--- src/rtl/ldm_stm_sequencer.sv ---
`default_nettype none
// +--------------------------------------------------------------------------+
// | Module   : ldm_stm_sequencer                                             |
// | Purpose  : Sequences ARM-style LDM/STM block transfers. One memory beat  |
// |            is issued per set bit of the register list, lowest register   |
// |            first at ascending word addresses, followed by an optional    |
// |            base-register writeback and a one-cycle done pulse.           |
// | Ports    : clk, rst (async, active-low)                                  |
// |            start, ir[31:0], base_addr[31:0]  - transfer launch           |
// |            mem_req, mem_we, mem_addr, mem_ack - memory beat handshake    |
// |            reg_idx, reg_latch                 - register-bank access     |
// |            wb_latch, wb_data                  - Rn writeback             |
// |            busy, done                         - status                   |
// | Revision : 1.0  initial release                                          |
// +--------------------------------------------------------------------------+
module ldm_stm_sequencer (
  input  logic        clk,
  input  logic        rst,
  input  logic        start,
  input  logic [31:0] ir,
  input  logic [31:0] base_addr,
  input  logic        mem_ack,
  output logic        busy,
  output logic [3:0]  reg_idx,
  output logic [31:0] mem_addr,
  output logic        mem_req,
  output logic        mem_we,
  output logic        reg_latch,
  output logic        wb_latch,
  output logic [31:0] wb_data,
  output logic        done
);

  typedef enum logic [1:0] {
    S_IDLE = 2'd0,
    S_XFER = 2'd1,
    S_WB   = 2'd2,
    S_DONE = 2'd3
  } state_t;

  localparam logic [31:0] c_WORD = 32'd4;

  state_t      r_state;
  logic [15:0] r_mask;      // registers still to be transferred
  logic [31:0] r_addr;      // address of the current beat
  logic [31:0] r_wb_data;   // final Rn value, computed once at launch
  logic [3:0]  r_rn;
  logic        r_load;
  logic        r_wb_en;     // writeback survives the "Rn loaded" override

  // Instruction fields
  logic [15:0] w_list;
  logic        w_p;
  logic        w_u;
  logic        w_w;
  logic        w_l;
  logic [3:0]  w_rn;
  logic        w_unused;

  assign w_list   = ir[15:0];
  assign w_p      = ir[24];
  assign w_u      = ir[23];
  assign w_w      = ir[21];
  assign w_l      = ir[20];
  assign w_rn     = ir[19:16];
  assign w_unused = ^{ir[31:25], ir[22]};

  // Population count of the register list
  logic [4:0] w_count;
  always_comb begin
    w_count = 5'd0;
    for (int i = 0; i < 16; i++) begin
      w_count = w_count + {4'd0, w_list[i]};
    end
  end

  // Byte span of the whole block (4 * n)
  logic [31:0] w_span;
  assign w_span = {25'd0, w_count, 2'b00};

  // Lowest-addressed word of the block; decrementing modes start below base
  // so that registers still ascend in address order.
  logic [31:0] w_first_addr;
  always_comb begin
    w_first_addr = base_addr;
    case ({w_u, w_p})
      2'b10:   w_first_addr = base_addr;
      2'b11:   w_first_addr = base_addr + c_WORD;
      2'b00:   w_first_addr = base_addr - w_span + c_WORD;
      default: w_first_addr = base_addr - w_span;
    endcase
  end

  logic [31:0] w_wb_value;
  assign w_wb_value = w_u ? (base_addr + w_span) : (base_addr - w_span);

  // A load that overwrites Rn wins over the writeback.
  logic w_wb_en;
  assign w_wb_en = w_w & ~(w_l & w_list[w_rn]);

  // Lowest set bit of the remaining mask
  logic [3:0] w_low_idx;
  always_comb begin
    w_low_idx = 4'd0;
    for (int i = 15; i >= 0; i--) begin
      if (r_mask[i]) begin
        w_low_idx = 4'(i);
      end
    end
  end

  // Clearing the lowest set bit: x & (x - 1)
  logic [15:0] w_mask_next;
  assign w_mask_next = r_mask & (r_mask - 16'd1);

  always_ff @(posedge clk or negedge rst) begin
    if (!rst) begin
      r_state   <= S_IDLE;
      r_mask    <= 16'd0;
      r_addr    <= 32'd0;
      r_wb_data <= 32'd0;
      r_rn      <= 4'd0;
      r_load    <= 1'b0;
      r_wb_en   <= 1'b0;
    end else begin
      case (r_state)
        S_IDLE: begin
          if (start) begin
            r_mask    <= w_list;
            r_addr    <= w_first_addr;
            r_wb_data <= w_wb_value;
            r_rn      <= w_rn;
            r_load    <= w_l;
            r_wb_en   <= w_wb_en;
            r_state   <= (w_list == 16'd0) ? S_DONE : S_XFER;
          end
        end
        S_XFER: begin
          if (mem_ack) begin
            r_mask <= w_mask_next;
            r_addr <= r_addr + c_WORD;
            if (w_mask_next == 16'd0) begin
              r_state <= r_wb_en ? S_WB : S_DONE;
            end
          end
        end
        S_WB: begin
          r_state <= S_DONE;
        end
        default: begin
          r_state <= S_IDLE;
        end
      endcase
    end
  end

  // Outputs are decoded directly from state registers, so reset clears them
  // all at once; reg_latch alone qualifies the registered state with mem_ack
  // to mark the accepted load beat in the same cycle.
  assign busy      = (r_state != S_IDLE);
  assign mem_req   = (r_state == S_XFER);
  assign mem_we    = (r_state == S_XFER) & ~r_load;
  assign mem_addr  = (r_state == S_XFER) ? r_addr : 32'd0;
  assign reg_latch = (r_state == S_XFER) & r_load & mem_ack;
  assign wb_latch  = (r_state == S_WB);
  assign wb_data   = (r_state == S_WB) ? r_wb_data : 32'd0;
  assign done      = (r_state == S_DONE);

  always_comb begin
    reg_idx = 4'd0;
    case (r_state)
      S_XFER:  reg_idx = w_low_idx;
      S_WB:    reg_idx = r_rn;
      default: reg_idx = 4'd0;
    endcase
  end

endmodule
`default_nettype wire

--- config.mk ---
export PLATFORM = sky130hd
export DESIGN_NAME = ldm_stm_sequencer
export DESIGN_NICKNAME = d
export VERILOG_FILES = /design/src/rtl/ldm_stm_sequencer.sv
export SDC_FILE = /design/constraint.sdc
export NUM_CORES = 1
export LEC_CHECK = 0
export ABC_AREA = 1
export CORE_MARGIN = 2
export CORE_UTILIZATION = 45
export CTS_CLUSTER_SIZE = 25
export DETAILED_ROUTE_END_ITERATION = 10
export HOLD_SLACK_MARGIN = 0.06
export PLACE_DENSITY = 0.71
export SYNTH_ARGS = -nofsm -noshare
export SYNTH_HDL_FRONTEND = slang
export SYNTH_SLANG_ARGS = --single-unit
--- constraint.sdc ---
create_clock -name clk -period 6.18 [get_ports clk]
set_clock_uncertainty 0.2 [all_clocks]
set_input_delay 0.927 -clock clk [delete_from_list [all_inputs] [get_ports clk]]
set_output_delay 0.927 -clock clk [all_outputs]
set_load 0.005 [all_outputs]
==> images/registers.png <==
The bar under the picture is 50 um long. Other sequential cells in the stronger grey, the rest of the logic in the fainter grey.
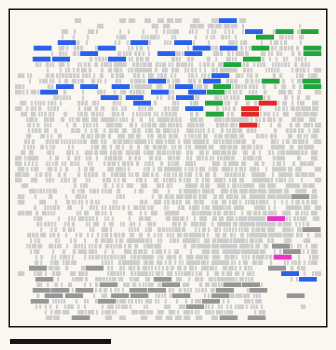
r_state -> magenta  # placed flops 2
r_addr -> blue  # placed flops 32
r_mask -> green  # placed flops 16, where top right
r_rn -> red  # placed flops 4
not coloured = 34

==> images/met3.png <==
The bar under the picture is 50 um long.
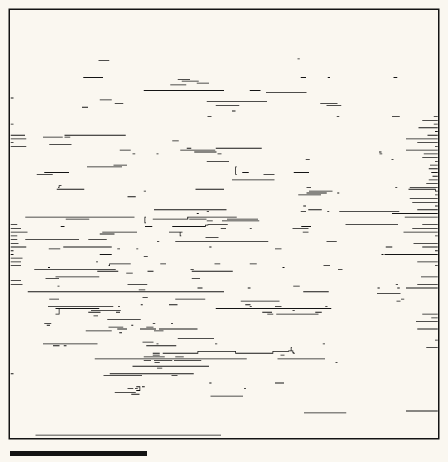
longest straight run = 71.3 um
wire length on this layer = 1860 um
main direction = horizontal
nets with wire on the layer = 204

==> images/final_placement.png <==
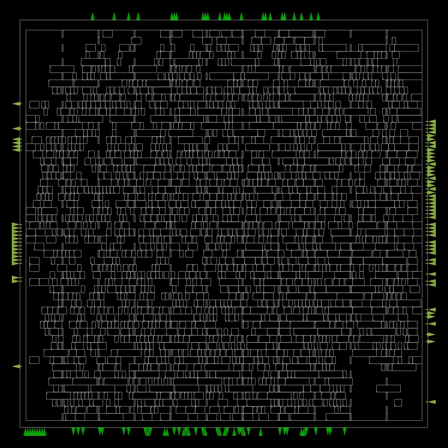
Seq area share: 15.7%
Final Util: 61.6%

==> changes_impl.md <==
## Flow update

- DRC viols: 0
- Met1 Track Usage GR: 37.4%
- DRT Pass-1 Iters: 5
- Static leakage: 6.87 nW
- Max-cap violations: 0
- Fmax: 164 MHz
- Seq share, synth: 21.1%
- Mapped Nets: 1842
- Rows: 55
- Yosys cell types: 56
- Peak VDD IR: 307 uV
- Post-DRT Antenna Nets: 0
- Worst R2R Start: r_state[1]
- Met3 Use GR: 3.47%
- Final Setup Violations: 0
- Area growth from synthesis to layout: 34.3%
- Top-area cell share: 21.1%
- Critical path required time: 6.25 ns
- Top cells by count: nand2_1, inv_1, nor2_1, a21oi_1, nand3_1
- Via Count: 12336
- Global Route met2 Usage: 52.5%
- Fraction of layout cells with a size suffix above 1: 22.4%
- Wire per inst: 16.6 um
- Initial antenna violation count: 0
- Core ar.: 22700 um2
- Die height: 156 um
- Clock transition at path regs: 0.07 ns
- Syn Area/Cell: 6.01 um2
- Ant. Diodes: 0
- Total global routing overflow: 0
- Slew headroom: 30.6%
- GP Congestion: 1.00
- YS chip area: 10400 um2
- Tightest Pin Transition: 1.04 ns
- GRT Resource Usage Total: 30.3%
- H-tree levels: 3
- Max clock buf depth: 2
- R2R cell count: 10
- Slack of the worst reg-to-reg path: 2.76 ns
- Warnings from Yosys: 0
- Clk_lat worst skew: 0.37 ns
- Pins Over Slew Limit: 0
- Post-synth regs: 88
- Total Wirelength: 37600 um
- Die span in x: 156 um
- Post-DP HPWL: 28200 um
- R2R Path End: r_mask[15]
- Tmin final: 6.11 ns
- Status: completed
- Dominant cell type by area after synthesis: dfrtp_1
- Num CTS Buffers: 9
- CTS Hold Bufs: 0
- First-pass GRT wire length: 58000 um
- Vias in the first global route: 11355
- Crit Path Class: in2reg
- Area of the die: 24400 um2
- Number of clock sinks: 88
- Worst EP arrival: 6.19 ns
- Pwr Density: 418 nW/um2
- Count of non-filler cells in the finished layout: 2270
- Post-Syn Area: 10400 um2
- Yosys cell count: 1736
- TritonCTS clock tree: yes
- Iter 0 DRT Violations: 970
- Tool Warnings: 48
- Count of nets after finishing: 2086
- Pin count of the biggest net entering global routing: 84
- Top cells, area: dfrtp_1, nand2_1, inv_1
- Final hold violation count: 0
- Via density: 5.43
- Cell count after synthesis: 1736
- Worst hold path type: in2async
- Most common cell in the netlist: nand2_1
- RSZ-0062 raised after global routing: yes
- Max FO, Critical Path: 4
- EDFF count, synth: 0
- IO Pins: 142
- Power, Total: 5.85 mW
- Core Util at FP: 45.9%
- Asr flop ratio synth: 100%
- Buffers on Ports: 133
- Main flop type: dfrtp_1
- Crit path launch type: input port
[power by group]
part / internal (mW) / total (mW) / switching [mW]
clock network: 0.286 / 0.574 / 0.287
registers: 0.875 / 1.13 / 0.253
logic: 1.80 / 4.15 / 2.35
[flip-flops by register name, summed over array words and instances (netlist names)]
register and cells:
r_addr 32, r_rn 4, r_load 1, r_mask 16, r_wb_data 32, r_state 2, r_wb_en 1
[logic make-up (layout without fill, tap and decap cells)]
group                      after synthesis  in the layout  synth area share, %
adders and majority gates               38             38                 5.42
AOI/OAI and AO/OA                      317            317                 17.1
buffers and inverters                  338            587                 13.0
DFF                                     88             88                 21.1
muxes                                    1              1                0.108
xor gates and xnor gates                24             24                 2.02
and+or+nand+nor                        930            930                 41.2
[what timing repair did]
action                     in CTS  in global routing
pin swaps                      24                 84
gates resized                  70                137
setup buffers                  13                 17
setup endpoints to repair      43                 34
[worst max-delay path, cell delays in order]
cell and delay [ns]:
buf_2 0.11, inv_2 0.07, fa_1 0.45, fa_1 0.55, fa_2 0.46, fa_1 0.51
inv_2 0.05, ha_4 0.16, fa_2 0.57, fa_2 0.46, o21ai_2 0.21, ha_2 0.23
inv_2 0.05, a21oi_2 0.13, nand3_2 0.12, nor2_4 0.13, nand3_4 0.08, nor2_4 0.17
buf_6 0.13, nand2_2 0.04, nand2_1 0.05, nand3_1 0.06, nand2_1 0.11, o211ai_1 0.13
a22oi_1 0.24
[area by class of cell]
cell class | count | area (um2)
fillers | 2203 | 8710
multi-input cells | 1310 | 7420
repair buffers | 316 | 2750
flip-flops and latches | 88 | 2200
inverters | 255 | 971
well taps | 285 | 357
clock buffers | 9 | 225
clock inverters | 7 | 68.8
[how the worst max path moves through the flow]
stage | start | endpoint | depth (start not counted)
after CTS | ir[11] | r_addr[24] | 26
after detailed placement | ir[5] | r_addr[16] | 24
final | ir[15] | r_addr[12] | 25
after global routing | ir[1] | r_addr[29] | 30
after global placement | ir[5] | r_addr[24] | 26
after floorplan | ir[0] | r_addr[22] | 25
[layout by cell type (no fill, tap or decap), drive strengths merged, types with 13 or more instances in the layout]
master,synthesis,final
nand2,521,521
inv,252,257
nor2,202,202
buf,36,193
a21oi,141,141
nand3,140,140
clkdlybuf4s50,0,123
o21ai,109,109
dfrtp,88,88
ha,26,26
nor3,23,23
xor2,23,23
nand4,21,21
a31oi,18,18
o211ai,13,13
[stage by stage]
step / hold slack [ns] / cell area (um2) / setup slack (ns) / TNS, ns
after detailed placement: 0.266 / 12900 / -0.939 / -32.55
after global routing: 0.298 / 14000 / -0.145 / -1.49
after CTS: 0.285 / 13400 / -0.0429 / -0.0429
after floorplan: 0.249 / 10400 / 0.0467 / 0
after global placement: 0.263 / 12900 / -0.799 / -26.44
final: 0.275 / 14000 / 0.0661 / 0
[routing by layer]
layer / share of wire (%) / wire length [um]
met5: 0 / 0
met3: 4.9 / 1860
met1: 41 / 15500
met4: 4.2 / 1570
met2: 50 / 18700
Power is estimated from default activity; no workload was simulated.
